$ cat src/rtl/bus_arbiter.sv
// Round-robin arbiter running one fixed-length transaction at a time on the shared memory bus.
// Define BUS_ARB_FIXED_PRIO_EN to give requester 0 strict priority over the round-robin pool.
module bus_arbiter #(
    parameter int NUM_REQ       = 2,
    parameter int ACCESS_CYCLES = 2,
    parameter int DATA_W        = 256,
    parameter int ADDR_W        = 16
) (
    input  logic                      Clk,
    input  logic                      nReset,
    input  logic [NUM_REQ-1:0]        req,
    input  logic [NUM_REQ-1:0]        req_we,
    input  logic [NUM_REQ*ADDR_W-1:0] req_addr,
    input  logic [NUM_REQ*DATA_W-1:0] req_wdata,
    output logic [NUM_REQ-1:0]        gnt,
    output logic [NUM_REQ-1:0]        ack,
    output logic [DATA_W-1:0]         rdata,
    output logic [ADDR_W-1:0]         address,
    output logic                      nRead,
    output logic                      nWrite,
    output logic [DATA_W-1:0]         bus_wdata,
    input  logic [DATA_W-1:0]         bus_rdata
);

    localparam int PTR_W = (NUM_REQ > 1) ? $clog2(NUM_REQ) : 1;
    localparam int CNT_W = (ACCESS_CYCLES > 1) ? $clog2(ACCESS_CYCLES) : 1;

    localparam logic [1:0] IDLE   = 2'd0;
    localparam logic [1:0] STROBE = 2'd1;
    localparam logic [1:0] RESP   = 2'd2;

`ifdef BUS_ARB_FIXED_PRIO_EN
    localparam bit FixedPrio = 1'b1;
`else
    localparam bit FixedPrio = 1'b0;
`endif

    logic [1:0]        state;
    logic [CNT_W-1:0]  cnt;
    logic [PTR_W-1:0]  rrPtr;
    logic [PTR_W-1:0]  winner;
    logic              latchedWe;

    logic              found;
    logic [PTR_W-1:0]  pick;
    logic [PTR_W:0]    scanIdx;
    logic [PTR_W-1:0]  nextPtr;
    logic [ADDR_W-1:0] selAddr;
    logic [DATA_W-1:0] selData;
    logic              selWe;

    // Scan upward from rrPtr with wrap; in priority mode index 0 preempts and is kept out of the scan.
    always_comb begin
        found   = 1'b0;
        pick    = '0;
        scanIdx = '0;
        if (FixedPrio && req[0]) begin
            found = 1'b1;
        end else begin
            for (int k = 0; k < NUM_REQ; k++) begin
                scanIdx = {1'b0, rrPtr} + (PTR_W+1)'(k);
                if (scanIdx >= (PTR_W+1)'(NUM_REQ))
                    scanIdx = scanIdx - (PTR_W+1)'(NUM_REQ);
                if (!found && !(FixedPrio && scanIdx == '0) && req[scanIdx[PTR_W-1:0]]) begin
                    found = 1'b1;
                    pick  = scanIdx[PTR_W-1:0];
                end
            end
        end
    end

    always_comb begin
        selAddr = '0;
        selData = '0;
        selWe   = 1'b0;
        for (int i = 0; i < NUM_REQ; i++) begin
            if (pick == PTR_W'(i)) begin
                selAddr = req_addr[i*ADDR_W +: ADDR_W];
                selData = req_wdata[i*DATA_W +: DATA_W];
                selWe   = req_we[i];
            end
        end
    end

    // A priority-mode win by requester 0 leaves the pool pointer where it was.
    always_comb begin
        if (FixedPrio && winner == '0)
            nextPtr = rrPtr;
        else if (winner == PTR_W'(NUM_REQ-1))
            nextPtr = FixedPrio ? PTR_W'(1) : '0;
        else
            nextPtr = winner + PTR_W'(1);
    end

    always_ff @(posedge Clk) begin
        if (!nReset) begin
            state     <= IDLE;
            cnt       <= '0;
            rrPtr     <= '0;
            winner    <= '0;
            latchedWe <= 1'b0;
            gnt       <= '0;
            ack       <= '0;
            address   <= '0;
            nRead     <= 1'b1;
            nWrite    <= 1'b1;
            bus_wdata <= '0;
            rdata     <= '0;
        end else begin
            case (state)
                IDLE: begin
                    ack <= '0;
                    if (found) begin
                        winner    <= pick;
                        latchedWe <= selWe;
                        address   <= selAddr;
                        gnt       <= NUM_REQ'(1) << pick;
                        nRead     <= selWe;
                        nWrite    <= !selWe;
                        bus_wdata <= selWe ? selData : '0;
                        cnt       <= '0;
                        state     <= STROBE;
                    end
                end
                STROBE: begin
                    if (cnt == CNT_W'(ACCESS_CYCLES-1)) begin
                        gnt    <= '0;
                        ack    <= gnt;
                        nRead  <= 1'b1;
                        nWrite <= 1'b1;
                        if (!latchedWe)
                            rdata <= bus_rdata;
                        rrPtr  <= nextPtr;
                        state  <= RESP;
                    end else begin
                        cnt <= cnt + CNT_W'(1);
                    end
                end
                RESP: begin
                    ack   <= '0;
                    state <= IDLE;
                end
                default: begin
                    state <= IDLE;
                end
            endcase
        end
    end

endmodule
$ cat config.mk
export PLATFORM = sky130hd
export DESIGN_NAME = bus_arbiter
export DESIGN_NICKNAME = d
export VERILOG_FILES = /design/src/rtl/bus_arbiter.sv
export SDC_FILE = /design/constraint.sdc
export NUM_CORES = 1
export LEC_CHECK = 0
export ABC_AREA = 1
export CORE_AREA = 5 5 517 519
export CTS_CLUSTER_DIAMETER = 150
export CTS_CLUSTER_SIZE = 28
export DETAILED_ROUTE_END_ITERATION = 16
export DIE_AREA = 0 0 522 524
export PLACE_DENSITY = 0.37
export SYNTH_ARGS = -nofsm -noshare
export SYNTH_HDL_FRONTEND = slang
export SYNTH_SLANG_ARGS = --single-unit
$ cat constraint.sdc
create_clock -name Clk -period 2.49 [get_ports Clk]
set_clock_uncertainty 0.1 [all_clocks]
set_input_delay 0.6225 -clock Clk [delete_from_list [all_inputs] [get_ports Clk]]
set_output_delay 0.6225 -clock Clk [all_outputs]
set_load 0.02 [all_outputs]
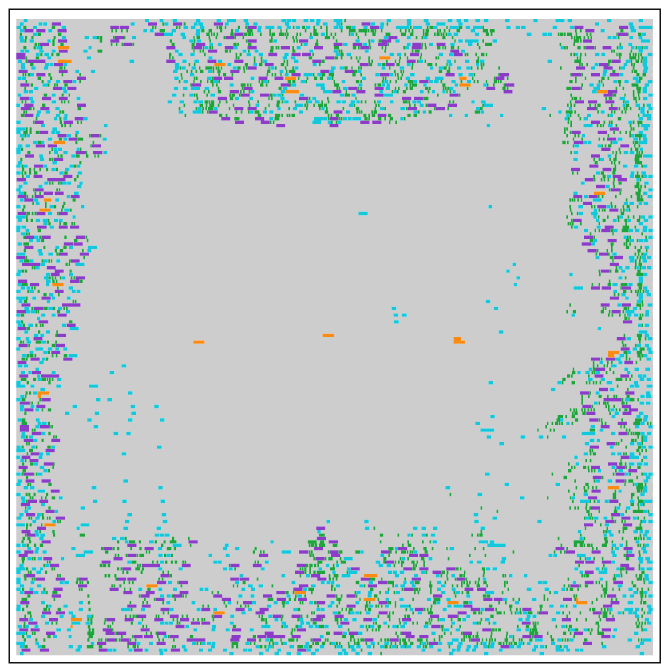
**Above:** cell classes on the final placement.
Fill, decap, tap and diode cells in gray.
[green] combinational and other logic | cells: 2973 | share of their area: 31%
[cyan] remaining buffers and delay cells | cells: 1505 | share of their area: 38%
[purple] sequential cells | cells: 540 | share of their area: 29%
[orange] clock drivers and dummy loads | cells: 34 | share of their area: 2.0%

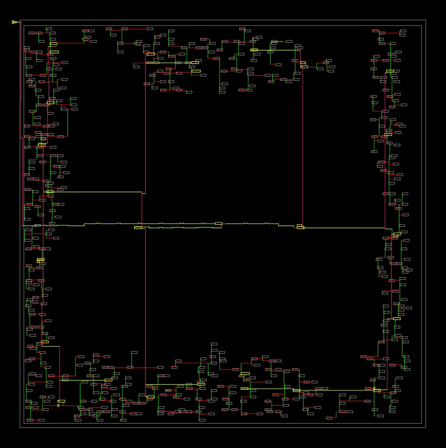
**Above:** the clock network.
clk_lat worst skew: 0.70 ns
CTS Buf Count: 24

==> impl_metrics.yaml <==
# implementation run metrics
run_status:
  status: "completed"
placement:
  dpl_cell_area_um2: 41800
  dp_hpwl_um: 147000
  io_buffers: 1339
  placedCellCount: 8533
  gp_congestion: 0.920
synthesis:
  synth_flops: 540
  avgSynthCellArea_um2: 6.28
  area_leaders: "dfxtp_1, nand2_1, nor2_1"
  synth.distinct_cells: 18
  top_cell_area_share_pct: 46.0
  ys_seq_share_pct: 46.0
  ys_cells: 3746
  ys_area_um2: 23500
  synth_area_leader_cell: "dfxtp_1"
  synth_nets: 4552
  yosysWarnings: 0
  syn-instance-count: 3746
  syn_area_um2: 23500
setup_path:
  worstPathCellList: "clkdlybuf4s50_1"
  path_class: "flip-flop to primary output"
  cp-end-kind: "primary output"
  r2r_start: "state[0]"
  worstPathMaxFanout: 2
  r2r_slack_ns: 0.40
  critical-path-top-delay-family: "buffers and inverters"
  regToRegEndpoint: "rdata[52]"
  crit_slowest_cell: "clkdlybuf4s50_1"
  rr_worst_depth: 7
  required_ns: 1.77
  critPathMaxStageDelay_ns: 0.62
  path_buffers: 1
  cp.arrival_ns: 1.66
  cp-start-kind: "flip-flop"
clock_tree:
  htree_levels: 1
  cts_setup_buffers: 0
  cts_tree: "built"
  cts_max_path_buffers: 3
  clock-sinks: 540
  root_buffer: "clkbuf_16"
  hold_buffers: 0
  clk_pin_slew_ns: 0.12
die:
  coreArea_um2: 262000
  fp-utilization_pct: 8.99
  ios: 1340
  chipArea_um2: 274000
  die_y_um: 524
  die_w_um: 522
  rows: 188
final_timing:
  tightest_slew_ns: 0.642
  final_max_slew_viol_count: 0
  slew_headroom_pct: 56.7
  max_freq_ghz: 0.419
  rsz0062_at_grt: "false"
  fin_tns_setup_ns: 0
  setup_viol: 0
  period_minus_slack_ns: 2.39
  period_used_pct: 95.8
  finalHoldViolations: 0
detailed_routing:
  vias: 27500
  drc: 0
  routedWlPerCell_um: 20.0
  drtIter0Drc: 1334
  via_per_inst: 3.20
  drt_first_pass_iters: 5
  routed_wl_um: 172000
  antenna_left: 0
global_route:
  grt-ovfl-total: 0
  grt_pass1_wl_um: 227000
  grt_usage_pct: 11.7
  grt_pass1_vias: 27200
  antenna_found_initial: 94
  grt_max_degree: 91
run:
  tool_warnings: 27
  cap_violations: 0
hold_path:
  hold_class: "input pin to flip-flop"
  hold_start: "nReset"
  hold_end: "rdata[183]"
  hold-path-cell-count: 3
finish:
  fillers: 30400
  layout_top_cell: "nand2_1"
  layout.nets: 5850
  fin_cells: 8589
  synthToLayoutAreaGrowth_pct: 79.0
  fin_area_um2: 42100
  drive_above_1_share_pct: 4.43
  mostFrequentLayoutCells: "nand2_1, nor2_1, clkdlybuf4s50_1"
pwr:
  ir_drop_v: 0.000575
  power_density_nw_per_um2: 482
  p_leak_nw: 20.5
  total_power_mw: 20.3
## how the worst max path moves through the flow
stage | cells after the start | slack (ns) | end | startpoint
2_1_floorplan | 7 | 0.79 | bus_wdata[115] | nReset
3_3_place_gp | 9 | -0.17 | bus_wdata[93] | req[1]
3_5_place_dp | 9 | -0.20 | bus_wdata[93] | req[1]
4_1_cts | 1 | 0.0001 | bus_wdata[147] | bus_wdata[147]
5_1_grt | 1 | 0.0003 | bus_wdata[137] | bus_wdata[137]
6_report | 1 | 0.10 | address[10] | address[10]
## report_power, final
group	internal, mW	switching (mW)
Combinational	2.41	2.91
Sequential	9.13	0.284
Clock	2.15	3.41
## flip-flops by register name, indices dropped and copies added, names as in the netlist, 2 cells and up
| signal | flops |
|---|---|
| rdata | 256 |
| bus_wdata | 256 |
| state | 2 |
| gnt | 2 |
| ack | 2 |
| address | 16 |
## cells in the mapped netlist
library cell	count
clkbuf_1	76
nor2_1	1044
nand2_2	1
o22ai_1	1
nor2_2	3
nand3_1	8
a21oi_1	5
clkbuf_4	1
nand2_1	1347
o21ai_0	247
inv_1	282
buf_4	42
buf_2	108
inv_2	4
o21ai_1	30
dfxtp_1	540
buf_1	6
nor2_4	1
## metal layers
metal  vias up  part of all wire, %  global-route usage [%]
met5         -                 0.26                       0
met4        72                  2.0                    1.89
met3       184                   10                    5.17
met2      1087                   47                    20.4
met1     12500                   40                    13.5
li1      13700                    -                       -
## cell families (layout without fill, tap and decap cells)
family                 count (synthesis)  in the layout  synth area share, %
DFF                                  540            540                 46.0
and+or+nand+nor                     2404           2404                 38.5
buffers and inverters                519           1825                 9.54
other                                  0             22                    0
AOI/OAI and AO/OA                    283            283                 6.03
## layout make-up
class                           count  area, um2  share of cell area, %
Inverter                          286       1090                   2.59
Multi-Input combinational cell   2687      10500                   24.9
Clock buffer                       26        618                   1.47
Tap cell                         3515       4400                   10.4
Clock inverter                      8        151                  0.360
Antenna cell                       22       55.1                  0.131
Sequential cell                   540      10800                   25.7
Timing Repair Buffer             1505      14500                   34.4
## timing repair
item / in CTS / in global routing
resized: 467 / 20
hold endpoints to repair: 0 / 0
setup endpoints to repair: 464 / 20
## stage by stage
stage	hold WS (ns)	utilization (%)	worst slack, ns
floorplan	0.329	-	0.792
global placement	0.335	16.0	-0.167
detailed placement	0.338	16.0	-0.200
CTS	0.0327	16.1	0.000135
global route	0.0903	16.1	0.000286
finish	0.153	16.1	0.105
Power and IR drop assume default switching activity.
